**src/rtl/bin_to_bcd_seq_pkg.sv**
```systemverilog
// Shared types and elaboration helpers for the sequential binary-to-BCD converter.
package bin_to_bcd_seq_pkg;

    typedef enum logic [1:0] {
        ST_IDLE  = 2'd0,
        ST_SHIFT = 2'd1,
        ST_DONE  = 2'd2
    } state_e;

    // True when DIGITS decimal digits can hold the largest IN_W-bit value.
    function automatic bit digits_ok(input int unsigned in_w, input int unsigned digits);
        longint unsigned pow10;
        longint unsigned maxv;
        pow10 = 64'd1;
        maxv  = (64'd1 << in_w) - 64'd1;
        for (int unsigned i = 0; i < digits; i++) begin
            pow10 = pow10 * 64'd10;
            if (pow10 > maxv) return 1'b1;
        end
        return pow10 > maxv;
    endfunction

endpackage

```
**src/rtl/bin_to_bcd_seq_dabble_step.sv**
```systemverilog
// One double-dabble iteration: add 3 to every scratch nibble >= 5, then shift {scratch, binary} left.
module bcd_dabble_step #(
    parameter int unsigned IN_W   = 8,
    parameter int unsigned DIGITS = 3
) (
    input  logic [4*DIGITS+IN_W-1:0] vec_in,
    output logic [4*DIGITS+IN_W-1:0] vec_out
);

    localparam int unsigned VEC_W = 4 * DIGITS + IN_W;

    logic [VEC_W-1:0] adj;

    always_comb begin
        adj = vec_in;
        for (int unsigned k = 0; k < DIGITS; k++) begin
            if (vec_in[IN_W + 4*k +: 4] >= 4'd5) begin
                adj[IN_W + 4*k +: 4] = vec_in[IN_W + 4*k +: 4] + 4'd3;
            end
        end
        vec_out = {adj[VEC_W-2:0], 1'b0};
    end

endmodule

```
**src/rtl/bin_to_bcd_seq.sv**
```systemverilog
// Sequential binary-to-BCD converter: valid/ready input, one double-dabble bit per clock,
// registered BCD digits plus leading-zero blank mask for the display driver.
module bin_to_bcd_seq
    import bin_to_bcd_seq_pkg::*;
#(
    parameter int unsigned IN_W   = 8,
    parameter int unsigned DIGITS = 3
) (
    input  logic                  clk,
    input  logic                  rst,
    input  logic                  in_valid,
    output logic                  in_ready,
    input  logic [IN_W-1:0]       in_data,
    output logic [4*DIGITS-1:0]   bcd,
    output logic [DIGITS-1:0]     blank,
    output logic                  bcd_valid,
    output logic                  busy
);

    localparam int unsigned SCR_W = 4 * DIGITS;
    localparam int unsigned VEC_W = SCR_W + IN_W;
    localparam int unsigned CNT_W = $clog2(IN_W + 1);
    localparam logic [DIGITS-1:0] BLANK_RST = ~DIGITS'(1);

    if (!digits_ok(IN_W, DIGITS)) begin : g_bad_params
        $error("bin_to_bcd_seq: DIGITS too small for IN_W");
    end

    state_e             state_q, state_d;
    logic [CNT_W-1:0]   cnt_q, cnt_d;
    logic [VEC_W-1:0]   vec_q, vec_d;
    logic [VEC_W-1:0]   vec_step;
    logic [SCR_W-1:0]   bcd_q, bcd_d;
    logic [DIGITS-1:0]  blank_q, blank_d;
    logic               bcd_valid_q, bcd_valid_d;
    logic [DIGITS-1:0]  blank_mask;
    logic               all_zero;

    bcd_dabble_step #(
        .IN_W   (IN_W),
        .DIGITS (DIGITS)
    ) u_step (
        .vec_in  (vec_q),
        .vec_out (vec_step)
    );

    // Leading-zero mask of the finished scratch value; the units digit is never blanked.
    always_comb begin
        blank_mask = '0;
        all_zero   = 1'b1;
        for (int k = int'(DIGITS) - 1; k >= 1; k--) begin
            all_zero      = all_zero & (vec_q[IN_W + 4*k +: 4] == 4'd0);
            blank_mask[k] = all_zero;
        end
    end

    always_comb begin
        state_d     = state_q;
        cnt_d       = cnt_q;
        vec_d       = vec_q;
        bcd_d       = bcd_q;
        blank_d     = blank_q;
        bcd_valid_d = 1'b0;
        case (state_q)
            ST_IDLE: begin
                if (in_valid) begin
                    vec_d   = {SCR_W'(0), in_data};
                    cnt_d   = CNT_W'(IN_W);
                    state_d = ST_SHIFT;
                end
            end
            ST_SHIFT: begin
                vec_d = vec_step;
                cnt_d = cnt_q - CNT_W'(1);
                if (cnt_q == CNT_W'(1)) state_d = ST_DONE;
            end
            ST_DONE: begin
                bcd_d       = vec_q[VEC_W-1 -: SCR_W];
                blank_d     = blank_mask;
                bcd_valid_d = 1'b1;
                state_d     = ST_IDLE;
            end
            default: state_d = ST_IDLE;
        endcase
    end

    always_ff @(posedge clk) begin
        if (rst) begin
            state_q     <= ST_IDLE;
            cnt_q       <= '0;
            vec_q       <= '0;
            bcd_q       <= '0;
            blank_q     <= BLANK_RST;
            bcd_valid_q <= 1'b0;
        end else begin
            state_q     <= state_d;
            cnt_q       <= cnt_d;
            vec_q       <= vec_d;
            bcd_q       <= bcd_d;
            blank_q     <= blank_d;
            bcd_valid_q <= bcd_valid_d;
        end
    end

    // Handshake status decodes from state alone so in_valid never reaches in_ready.
    assign in_ready  = (state_q == ST_IDLE);
    assign busy      = (state_q != ST_IDLE);
    assign bcd       = bcd_q;
    assign blank     = blank_q;
    assign bcd_valid = bcd_valid_q;

endmodule

```
**config.mk**
```make
export PLATFORM = sky130hd
export DESIGN_NAME = bin_to_bcd_seq
export DESIGN_NICKNAME = d
export VERILOG_FILES = /design/src/rtl/bin_to_bcd_seq_pkg.sv /design/src/rtl/bin_to_bcd_seq_dabble_step.sv /design/src/rtl/bin_to_bcd_seq.sv
export SDC_FILE = /design/constraint.sdc
export NUM_CORES = 1
export LEC_CHECK = 0
export ABC_AREA = 1
export CAP_MARGIN = 0
export CORE_ASPECT_RATIO = 1.75
export CORE_UTILIZATION = 35
export DETAILED_ROUTE_END_ITERATION = 10
export PLACE_DENSITY = 0.53
export SLEW_MARGIN = 20
export SYNTH_ARGS = -nofsm -noshare
export SYNTH_HDL_FRONTEND = slang
export SYNTH_SLANG_ARGS = --single-unit
```
**constraint.sdc**
```tcl
create_clock -name clk -period 1.4 [get_ports clk]
set_input_delay 0.14 -clock clk [delete_from_list [all_inputs] [get_ports clk]]
set_output_delay 0.14 -clock clk [all_outputs]
set_load 0.1 [all_outputs]
```
==> results.txt, run 1 <==
The flow run is done. Critical path depth in cells landed at 8. Well-tap cell count landed at 74. During I/O placement, the number of pins put on the boundary was 29. Final instance count without filler cells landed at 370. Total grt overflow landed at 0. Of the total synthesized cell area, the portion taken by AND, OR, NAND and NOR gates is 0.281. Weighted congestion at the end of routability-driven global placement landed at 0.724. After detailed placement, the total cell area comes to 2510 sq um. Per the post-route antenna check, the number of violating nets is 0. Vias per cell landed at 4.55. Flip-flop count of the largest register after layout landed at 20. Number of buffers outside the clock class in the layout landed at 41. Achievable frequency landed at 797 MHz.

Overall power consumption after layout is estimated at 2550 uW. In this run, the synthesized area fraction spent on xor and xnor cells is recorded as 0. Initial standard-cell utilization of the core landed at 0.363. TritonCTS built the clock tree. Once the clock tree was built, the resizer swapped 0 gates to a different size.

Per the GRT log, the top usage layer is met2. In this run, the synthesized area fraction spent on AND-OR/OR-AND gates is recorded as 0.137. In the layout the commonest cells are sky130_fd_sc_hd__nand2_1, sky130_fd_sc_hd__dfxtp_1, sky130_fd_sc_hd__inv_1. For the worst reg-to-reg path, the endpoint reported by OpenROAD is vec_q[13]$_SDFFE_PP0P_. The end-of-flow timing check tallies setup violations at 0.

Number of placed instances with taps included landed at 364. Pin count of the biggest net entering global routing landed at 24. The cell sequence reported for the critical path is inv_1, ha_1, inv_1, nand2_1, nand3_1, nand2_1, nand3_1, nand2_1. Arrival time of data at the critical path endpoint landed at 1.44 ns. The routed design could run at a clock period as short as 1.25 ns. Static leakage landed at 0.00121 uW.

Number of global-route vias before repair landed at 1601. On met3, the global router reports a usage of 0.0271. Summing all non-filler instances in the final layout gives an area of 2590 sq um. Total clock buffers created by CTS landed at 5. The core region is 5300 sq um. Counting instances, the worst hold path has a depth of 3.

Per the cell usage report, the commonest logic cell in the layout is sky130_fd_sc_hd__nand2_1. In this run the full chip footprint comes out at 5810 sq um. Total power per unit cell area landed at 984 nW/um^2. The cell-mix breakdown from Yosys lists the adder-cell area share as 0.0585.

Met1 track utilization from global routing landed at 0.163. Signal nets in the final route climb as high as met4. The run finished, with violations left. STA reports the tightest min-delay check as being of type in2reg. Mean routed wirelength per cell landed at 11.2 um. Height of the die landed at 100 um. Clock skew landed at 0.00245 ns.

The largest cell class by area is multi-input combinational cells. The repair_antennas step left the layout with diodes totalling 0. Across all layers, the routed design uses 1685 vias. Number of clock sinks landed at 41.

The final reports fail on design-rule violations. Half-perimeter wire length after placement landed at 3170 um. The launch point of the critical path was reported as vec_q[12]$_SDFFE_PP0P_.

There are 41 flip-flops and latches. Inverter tally of the final layout excluding the clock network landed at 30. Post-synthesis net count landed at 277. Final hold violation count landed at 0. Minimum setup slack in the final design landed at 0.146 ns. Looking at the critical path, the single cell with the biggest stage delay is sky130_fd_sc_hd__dfxtp_1. In the final layout, the fill cell count is 547. Number of pins exceeding their max-slew limit in the final report landed at 0. The share of the Yosys chip area taken by registers is 0.427. Final hold analysis gives a worst-case slack of 0.411 ns. Number of DRC markers after the initial detailed-route iteration landed at 52.

Worst-case setup slack after placement landed at 0.0407 ns. The report shows a maximum critical-path fanout of 6. Counting along the longest clock path gives a buffer depth of 2. In this run the critical register-to-register path is launched from vec_q[12]$_SDFFE_PP0P_. Post-route met1 wirelength landed at 1660 um. After detailed routing, the met3 layer carries 108 um of wire. The cell sitting at the root of the clock tree is a sky130_fd_sc_hd__clkbuf_8. In this design, the critical path's most frequently occurring cell is sky130_fd_sc_hd__nand2_1. Post-synth design cell area landed at 1920 sq um. The number of cells on the worst reg-to-reg path is 8. Looking at the setup timing report, the critical path kind is reg2reg. In this run the VDD rail shows a maximum IR drop of 0.521 mV. From left edge to right edge, the die measures 58.1 um. Multiplexer share of the synthesized area landed at 0. The worst setup path is launched from a register.

The H-tree generated during clock tree synthesis spans 2 levels. Total iterations of the first detailed-routing run landed at 9. After detailed routing, the number of remaining DRC violations is 3. Wires add up to 4130 um. The path with the worst hold slack has its endpoint at vec_q[0]$_SDFFE_PP0P_. At the later pin of the worst-skew pair, clock insertion delay measures 0.29 ns. Register clock-pin slew on the reported worst setup and hold paths landed at 0.07 ns.

Combinational gate count landed at 178. Cell count after synthesis landed at 257. The worst hold path begins at in_data[0]. Number of buffers and inverters on the critical path landed at 2. After synthesis, the largest family of logic cells by area is simple AND/OR/NAND/NOR gates. The largest register by flop count is vec_q. Global-route usage over all layers landed at 0.155. The fraction of cell area in multi-input combinational cells is reported as 0.359. Wire length of the first global-routing pass landed at 6990 um. At the worst endpoint, the required time is 1.59 ns. met2 track demand over resource after global routing is 0.293. Total negative slack landed at 0 ns. Area figure in the yosys stat output landed at 1920 sq um. Register area landed at 821 sq um. Final cycle utilization of the critical path landed at 0.896.

Count of distinct cell types in the synthesized netlist landed at 22. Per the run report, area growth between synthesis and finish was 34.4%. Yosys stat counts 257 cells in the synthesized netlist. Per the layout report, the design carries 5 clock buffers.

Setup repair after global routing left no endpoint under its margin. Post-CTS timing repair inserted 0 buffers for setup. The worst-case reg-to-reg setup slack stands at 0.15 ns.

The longest incremental delay of any stage on the critical path is reported as 0.43 ns. Per the detail_route log, met2 wirelength is 2280 um. In the final layout, the multi-input gates occupy 928 sq um. The logs give a warning total of 32. The kind of cell with the highest combined delay along the critical path is flip-flops.

STA classifies the critical path endpoint as a register. The synthesis stat section lists a flop and latch total of 41. The number of antenna violations at the first check in global routing is 0. Fraction of final layout cells with drive strength greater than 1 landed at 0.179. The capture point of the critical path was reported as vec_q[13]$_SDFFE_PP0P_. Post-synthesis area per instance landed at 7.49 sq um.
[run 1: cell usage after synthesis]
| master | instances | area (sq um) |
|---|---|---|
| sky130_fd_sc_hd__a21boi_2 | 1 | 11.3 |
| sky130_fd_sc_hd__nand2_2 | 1 | 6.26 |
| sky130_fd_sc_hd__conb_1 | 1 | 3.75 |
| sky130_fd_sc_hd__inv_1 | 28 | 105 |
| sky130_fd_sc_hd__buf_4 | 2 | 15.0 |
| sky130_fd_sc_hd__nand3_1 | 22 | 110 |
| sky130_fd_sc_hd__nor3_1 | 1 | 5.00 |
| sky130_fd_sc_hd__o21ai_0 | 20 | 100 |
| sky130_fd_sc_hd__ha_1 | 9 | 113 |
| sky130_fd_sc_hd__buf_6 | 4 | 45.0 |
| sky130_fd_sc_hd__o21ai_2 | 5 | 43.8 |
| sky130_fd_sc_hd__nor2_4 | 2 | 22.5 |
| sky130_fd_sc_hd__dfxtp_1 | 41 | 821 |
| sky130_fd_sc_hd__o22ai_1 | 2 | 12.5 |
| sky130_fd_sc_hd__inv_2 | 2 | 7.51 |
| sky130_fd_sc_hd__nand2_4 | 3 | 33.8 |
| sky130_fd_sc_hd__nand2_1 | 83 | 312 |
| sky130_fd_sc_hd__nand4_1 | 4 | 25.0 |
| sky130_fd_sc_hd__buf_2 | 2 | 10.0 |
| sky130_fd_sc_hd__a21oi_4 | 1 | 16.3 |
| sky130_fd_sc_hd__a21oi_1 | 16 | 80.1 |
| sky130_fd_sc_hd__nor2_1 | 7 | 26.3 |
[run 1: power by group]
| part | leakage (uW) | internal, uW | total [uW] | switching, uW |
|---|---|---|---|---|
| Combinational | 0.000836 | 209 | 568 | 359 |
| Clock | 0.0000399 | 328 | 713 | 385 |
| Sequential | 0.000333 | 1220 | 1260 | 41.1 |
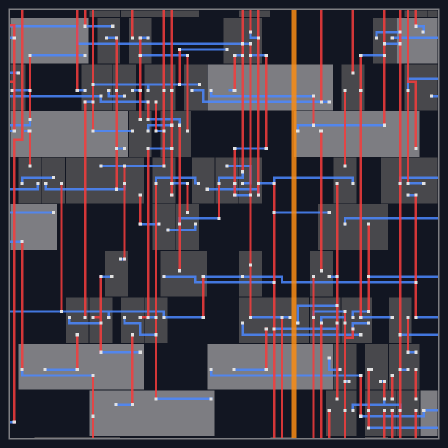
run_1/zoom.png
Region (17, 38) to (42, 63) um. Cells in grey, sequential cells in the stronger grey; small squares are vias.
| colour | layer |
|---|---|
| blue | met1 |
| orange | met4 |
| red | met2 |
most frequent: nand2_1 (18), inv_1 (8), dfxtp_1 (7)
sequential cells in the window: 7
cells with their middle in the window: 50
netlist names of flops here include: vec_q (5)

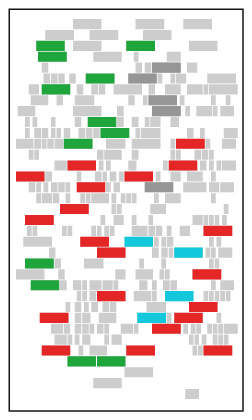
run_1/registers.png
(4 px per um) Other sequential cells in the stronger grey, the rest of the logic in the fainter grey.
| colour | name in the netlist | flops |
|---|---|---|
| red | vec_q | 20 |
| cyan | cnt_q | 4 |
| green | bcd | 12 |
not coloured: 5
sequential cell area share: 0.317
utilization after layout: 0.488
power in sequential cells: 1260 uW

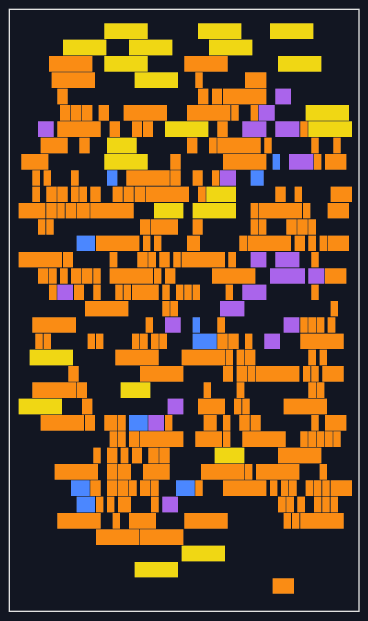
run_1/drive_strength.png
(6 px per um)
| colour | size | cells | share | most used |
|---|---|---|---|---|
| orange | drive 1 or less | 243 | 82% | nand2_1 |
| purple | drive 3 to 4 | 20 | 6.8% | buf_4 |
| blue | drive 2 | 10 | 3.4% | o21ai_2 |
| yellow | drive 6 and up | 23 | 7.8% | buf_12 |

## Run 2: what changed since run 1
CORE_ASPECT_RATIO = 0.5   (was 1.75)
CORE_MARGIN = 2   (was default)
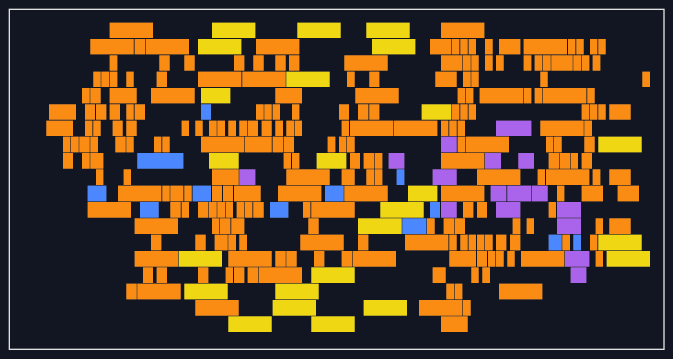
run_2/drive_strength.png
(6 px per um)
| colour | size | cells | share | most used |
|---|---|---|---|---|
| orange | drive 1 or less | 243 | 82% | nand2_1 |
| purple | drive 3 to 4 | 16 | 5.4% | buf_4 |
| yellow | drive 6 and up | 24 | 8.1% | buf_12 |
| blue | drive 2 | 12 | 4.1% | o21ai_2 |
post-synthesis to final-layout area growth: 34.3%
Buffers excl. clock: 38
post-layout instance area: 2580 sq um

==> results.txt, run 2 <==
The flow run is done. Yosys reports that the most numerous cell types are sky130_fd_sc_hd__nand2_1, sky130_fd_sc_hd__dfxtp_1, sky130_fd_sc_hd__inv_1, sky130_fd_sc_hd__nand3_1, sky130_fd_sc_hd__o21ai_0. At the end of routability-driven placement, the weighted congestion stood at 0.819. Per STA, the worst path accumulates the most delay in the family buffers and inverters. Tally of nets with antenna violations remaining after routing landed at 0. Register clock-pin slew on the reported worst setup and hold paths landed at 0.08 ns. Worst-case setup slack after placement landed at 0.0274 ns. Clock insertion delay at the later pin of the skew report landed at 0.29 ns. The share of synthesized area in the top cell type comes to 0.427. Sorting the Yosys area breakdown by cell type puts at the top sky130_fd_sc_hd__dfxtp_1.

The most critical min-delay path falls under in2reg. The critical path is of the reg2out type. Count of H-tree levels built during CTS landed at 2. Register area share after synthesis landed at 0.427.

Data required time of the worst path landed at 1.26 ns. Number of filler instances in the final layout landed at 528. Static leakage landed at 0.00120 uW. Initial standard-cell utilization of the core landed at 0.357. OpenROAD warning count landed at 32.

Cell internal power was estimated by the tool at 1790 uW. Post-synthesis area per instance landed at 7.49 sq um. Looking at the group totals, the largest power group turns out to be registers.

STA classifies the critical path startpoint as a register. The flow ran to the end, and the final reports show no timing, DRC or antenna violations. In this design, the stage delay of the slowest critical-path cell is 0.40 ns.

Total grt overflow landed at 0. The register with the most flip-flops in the layout has 20 of them. Power in the clock group landed at 753 uW. The main area contributors are sky130_fd_sc_hd__dfxtp_1, sky130_fd_sc_hd__nand2_1, sky130_fd_sc_hd__ha_1, sky130_fd_sc_hd__nand3_1, sky130_fd_sc_hd__inv_1. In this run the post-CTS setup repair buffer count came out at 0. Met1 track utilization from global routing landed at 0.196. According to the floorplan report, the die height is 56.4 um. The library cells used most frequently in the layout, excluding fill and tap cells, are sky130_fd_sc_hd__nand2_1, sky130_fd_sc_hd__dfxtp_1, sky130_fd_sc_hd__inv_1. Entering global routing, the biggest net connects 24 pins. For the finished layout, the period the worst path requires is 1.30 ns. Final hold violation count landed at 0. Post-synthesis net count landed at 277.

The routed design shows a via density per instance of 4.59. The synthesized design contains 41 register bits. In this run the power spent charging and discharging nets is 807 uW. The pre-antenna-repair detailed-routing pass consisted of 4 iterations. The commonest register cell is sky130_fd_sc_hd__dfxtp_1.

Detailed placement ended at an HPWL of 3010 um. Setup repair after global routing left no endpoint under its margin. Including well taps, the total number of placed cells is 360.

Mean routed wirelength per cell landed at 11.1 um. For this design, the slowest cell found on the critical path is sky130_fd_sc_hd__dfxtp_1. The most common cell in the synthesized netlist is sky130_fd_sc_hd__nand2_1.

Final setup violation count landed at 0. Core area landed at 5400 sq um. Post-detailed-routing wire length landed at 4080 um. The power report attributes to the clock group a share of 0.291. Power attributed to sequential cells is 1260 uW. Number of pins exceeding their max-slew limit in the final report landed at 0. Deepest clock path buffer count landed at 2. The synthesized instance count is 257. In this run, distinct cell masters in the synthesized netlist total 22.

Leaving out fill and tap cells, the most frequent cell in the layout is sky130_fd_sc_hd__nand2_1. Routing resource usage on met3 recorded by global route was 0.0360. The cell sitting at the root of the clock tree is a sky130_fd_sc_hd__clkbuf_8. For this run, global-route usage on met2 was measured as 0.225. Number of buffers and inverters on the critical path landed at 3. Final hold slack landed at 0.418 ns. Final cycle utilization of the critical path landed at 0.926. The die is 109 um wide. Number of flops mapped to enable cells by yosys landed at 0. After synthesis the cells add up to 1920 sq um. Derived from the worst setup path, the maximum achievable clock frequency is 771 MHz. Of the total power, combinational logic draws 0.223. Minimum setup slack in the final design landed at 0.103 ns. 29 I/O pins were placed. Area enclosed by the die boundary landed at 6140 sq um. Of the total power, registers draw 0.487. Via count of the routed design landed at 1690. Number of clock sinks landed at 41.

Peak supply drop landed at 0.595 mV. The completed layout was analyzed and its total power is 2590 uW. The final layout reports a setup TNS of 0 ns.

Number of DRC markers after the initial detailed-route iteration landed at 77. More flip-flops sit in one register than any other, and that register is vec_q. Final instance count without filler cells landed at 368. Number of antenna violations at the first check in global routing landed at 0. Total clock buffers created by CTS landed at 5.
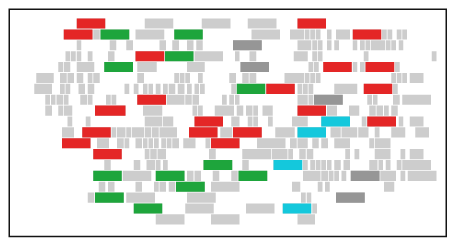
run_2/registers.png
(4 px per um) Other sequential cells in the stronger grey, the rest of the logic in the fainter grey.
| colour | name in the netlist | flops |
|---|---|---|
| cyan | cnt_q | 4 |
| red | vec_q | 20 |
| green | bcd | 12 |
sequential standard cell area: 822 sq um
utilization after layout: 0.479
sequential cell area share: 0.318

[run 2: cell counts after synthesis]
Identical to the previous run, type by type.
[run 2: final cells by class]
type,count,area [sq um],area share
multi-input combinational,178,928,0.359
timing repair buffer,38,548,0.212
inverter,30,113,0.0436
clock buffer,6,72.6,0.0281
tap,73,91.3,0.0353
sequential,41,822,0.318
clock inverter,2,10.0,0.00387
[run 2: final timing paths]
kind / end / slack (ns) / start / cells after the start
setup reg to reg: vec_q[13]$_SDFFE_PP0P_ / 0.13 / vec_q[13]$_SDFFE_PP0P_ / 6
setup / recovery: busy / 0.10 / state_q[0]$_SDFFE_PP0P_ / 4
hold / removal: vec_q[0]$_SDFFE_PP0P_ / 0.42 / in_data[0] / 3
hold reg to reg: vec_q[3]$_SDFFE_PP0P_ / 0.46 / vec_q[3]$_SDFFE_PP0P_ / 2
[run 2: cells by family (layout without fill, tap and decap cells)]
group           count (synthesis)  count (layout)  synth area share
other cells                     1               1           0.00195
flops                          41              41             0.427
simple gates                  123             123             0.281
compound gates                 45              45             0.137
fa+ha+maj                       9               9            0.0585
buf+inv                        38              76            0.0949
[run 2: what timing repair did]
| action | 4_1_cts | 5_1_grt |
|---|---|---|
| hold buffers | 0 | 0 |
| resized | 0 | 2 |
| setup endpoints to repair | 0 | 3 |
[run 2: worst register-to-register path, stage by stage, from the launching register on]
cell and delay (ns):
sky130_fd_sc_hd__dfxtp_1 0.38, sky130_fd_sc_hd__inv_1 0.12, sky130_fd_sc_hd__ha_1 0.21, sky130_fd_sc_hd__o21ai_1 0.23, sky130_fd_sc_hd__nand3_1 0.10, sky130_fd_sc_hd__nand3_1 0.09, sky130_fd_sc_hd__nand2_1 0.05
[run 2: routing by layer]
layer	up-vias	wire, um
met5	-	0
met4	0	23
met3	2	163
met2	25	1840
met1	771	2050
li1	892	-
## Run 3: what changed since run 2
PLACE_DENSITY = 0.52   (was 0.53)
SYNTH_HIERARCHICAL = 1   (was default)
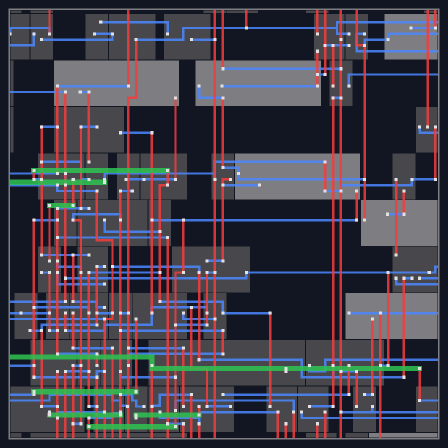
run_3/zoom.png
Region (43, 16) to (68, 41) um. Cells in grey, sequential cells in the stronger grey; small squares are vias.
| colour | layer |
|---|---|
| red | met2 |
| green | met3 |
| blue | met1 |
sequential cells in the window: 5
netlist names of flops here include: vec_q (4), bcd (1)
most frequent: nor2_1 (8), nand2_1 (7)
cells with their middle in the window: 46

==> results.txt, run 3 <==
The flow run is done. The run finished with clean final reports. Number of cells on the worst hold path landed at 1. The synthesis stats list as the most numerous cell sky130_fd_sc_hd__nand2_1. The worst setup path is captured at a register. The detailed router reports a met3 wire length of 177 um. Among all flip-flop cells after synthesis, the most frequent one is sky130_fd_sc_hd__dfxtp_1. Highest net fanout along the worst path landed at 4.

Post-route met1 wirelength landed at 2210 um. Fraction of final layout cells with drive strength greater than 1 landed at 0.207. The worst path in the final design needs a cycle of 1.33 ns, including I/O delays and setup. The report puts the cell count of the worst reg-to-reg path at 9. Power spent charging and discharging nets landed at 759 uW. After detailed routing, the number of vias per cell comes to 4.71. In this design, the critical path's most frequently occurring cell is sky130_fd_sc_hd__nand2_1.

Share of total power consumed by net switching landed at 0.272. In the synthesized netlist, the cells that appear most often are sky130_fd_sc_hd__nand2_1, sky130_fd_sc_hd__nor2_1, sky130_fd_sc_hd__dfxtp_1, sky130_fd_sc_hd__inv_1, sky130_fd_sc_hd__o21ai_0. Cell count after synthesis landed at 277. Share of flip-flops with an asynchronous set or reset landed at 0. Peak supply drop landed at 0.463 mV. OpenROAD warning count landed at 31. Post-synth design cell area landed at 2000 sq um. Number of buffers and inverters on the critical path landed at 2. For reference, the top cells by area after synthesis are sky130_fd_sc_hd__dfxtp_1, sky130_fd_sc_hd__nand2_1, sky130_fd_sc_hd__nor2_1, sky130_fd_sc_hd__o21ai_0, sky130_fd_sc_hd__buf_4.

Number of top-level pins landed at 29. Clock share of power landed at 0.393. Gates resized during post-CTS repair numbered 0. Per the TritonCTS log, the buffer count is 5.

The startpoint identified for the worst hold timing path is cnt_q[0]$_SDFFE_PP0P_. Number of global-route vias before repair landed at 1684. The final timing report gives a worst setup slack of 0.0710 ns. Measured along the y axis, the die boundary spans 57.4 um. The register with the most flip-flops in the layout has 20 of them. TritonCTS built the clock tree. The critical path's slowest stage uses the library cell sky130_fd_sc_hd__dfxtp_4. OpenSTA lists the critical path startpoint as vec_q[12]$_SDFFE_PP0P_. The largest register by flop count is vec_q.

Top cell type's share of synthesized area landed at 0.411. The worst register-to-register path begins at vec_q[12]$_SDFFE_PP0P_. Met1 track utilization from global routing landed at 0.176. Register clock-pin slew on the reported worst setup and hold paths landed at 0.06 ns. For this run, the register share of the synthesized area comes to 0.411.

No sink is reached through more buffers than the 2 on the longest clock path. Number of antenna violations at the first check in global routing landed at 0. After detailed routing, the average wire length per cell comes to 11.9 um. The internal portion of the total power is 2030 uW.

For the final database, setup skew stands at 0.00385 ns. Data required time of the worst path landed at 1.57 ns. Setup slack of the worst register-to-register path landed at 0.07 ns.

Number of DRC markers after the initial detailed-route iteration landed at 95. The tree is rooted in a sky130_fd_sc_hd__clkbuf_16. Leaving out fill and tap cells, the most frequent cells in the layout are sky130_fd_sc_hd__nand2_1, sky130_fd_sc_hd__nor2_1, sky130_fd_sc_hd__dfxtp_1.

The global router reports that the layer with the highest usage is met2. Width of the die landed at 111 um. Global-route usage over all layers landed at 0.145. Dividing total power by cell area gives a power density of 1030 nW/um^2. The first global-routing pass estimated 7460 um of wire. Among cell families on the critical path, the largest total delay comes from flip-flops. Before CTS, the worst setup slack after placement is 0.0124 ns. Count of distinct cell types in the synthesized netlist landed at 22.

The share of the core area taken by cells at floorplan is 0.364. STA classifies the critical path startpoint as a register. Fraction of power consumed by combinational cells landed at 0.161. Number of clock sinks landed at 41.

Entering global routing, the biggest net connects 24 pins. For this design the static power due to leakage is 0.00113 uW. Signal nets in the final route climb as high as met4.

Number of setup buffers added after CTS landed at 0. Achievable frequency landed at 752 MHz.
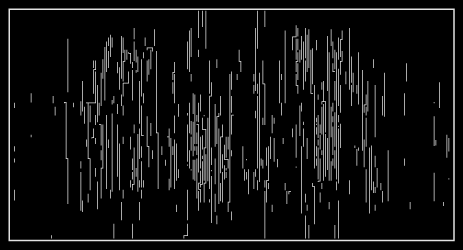
run_3/met2.png
(4 px per um)
share of all routed wire: 46%
longest straight run: 32.0 um
wire length on this layer: 2070 um
met2 Usage GRT: 0.252
total detailed-routing wirelength: 4480 um
via count of the routed design: 1779

## run 3: kinds of logic after synthesis
| group | after synthesis | share of synthesized area |
|---|---|---|
| fa+ha+maj | 8 | 0.0501 |
| buf+inv | 48 | 0.119 |
| compound gates | 56 | 0.164 |
| flops | 41 | 0.411 |
| other cells | 2 | 0.00376 |
| simple gates | 122 | 0.253 |
## run 3: how the worst max path moves through the flow
stage / to / slack, ns / cells after the start
2_1_floorplan: busy / -0.21 / 2
3_3_place_gp: vec_q[18]$_SDFFE_PP0P_ / 0.06 / 8
3_5_place_dp: vec_q[18]$_SDFFE_PP0P_ / 0.01 / 8
4_1_cts: vec_q[18]$_SDFFE_PP0P_ / 0.009 / 8
5_1_grt: vec_q[14]$_SDFFE_PP0P_ / -0.02 / 9
6_report: vec_q[13]$_SDFFE_PP0P_ / 0.07 / 9
## run 3: area by class of cell
| class | count | area [sq um] |
|---|---|---|
| clock buffers | 6 | 129 |
| clock inverters | 2 | 10.0 |
| fillers | 537 | 2780 |
| inverters | 28 | 108 |
| multi-input cells | 188 | 993 |
| flip-flops and latches | 41 | 831 |
| well taps | 73 | 91.3 |
| repair buffers | 40 | 551 |
## run 3: stage by stage
stage	hold WS [ns]	TNS, ns	power, uW	area (sq um)	util
after floorplan	0.332	-0.207	1600	2000	-
after global routing	0.517	-0.0368	2930	2710	0.494
after global placement	0.467	0	1710	2510	0.456
after detailed placement	0.474	0	1720	2510	0.456
final	0.490	0	2790	2710	0.494
after CTS	0.489	0	2820	2650	0.482
## run 3: power groups by stage
stage          clock network (uW)  registers (uW)  logic [uW]
2_1_floorplan                   0            1310         286
3_3_place_gp                    0            1270         440
3_5_place_dp                    0            1270         446
4_1_cts                      1120            1250         447
5_1_grt                      1190            1250         488
6_report                     1090            1240         450
No activity file was given, so power comes from the tool's default toggle rates.
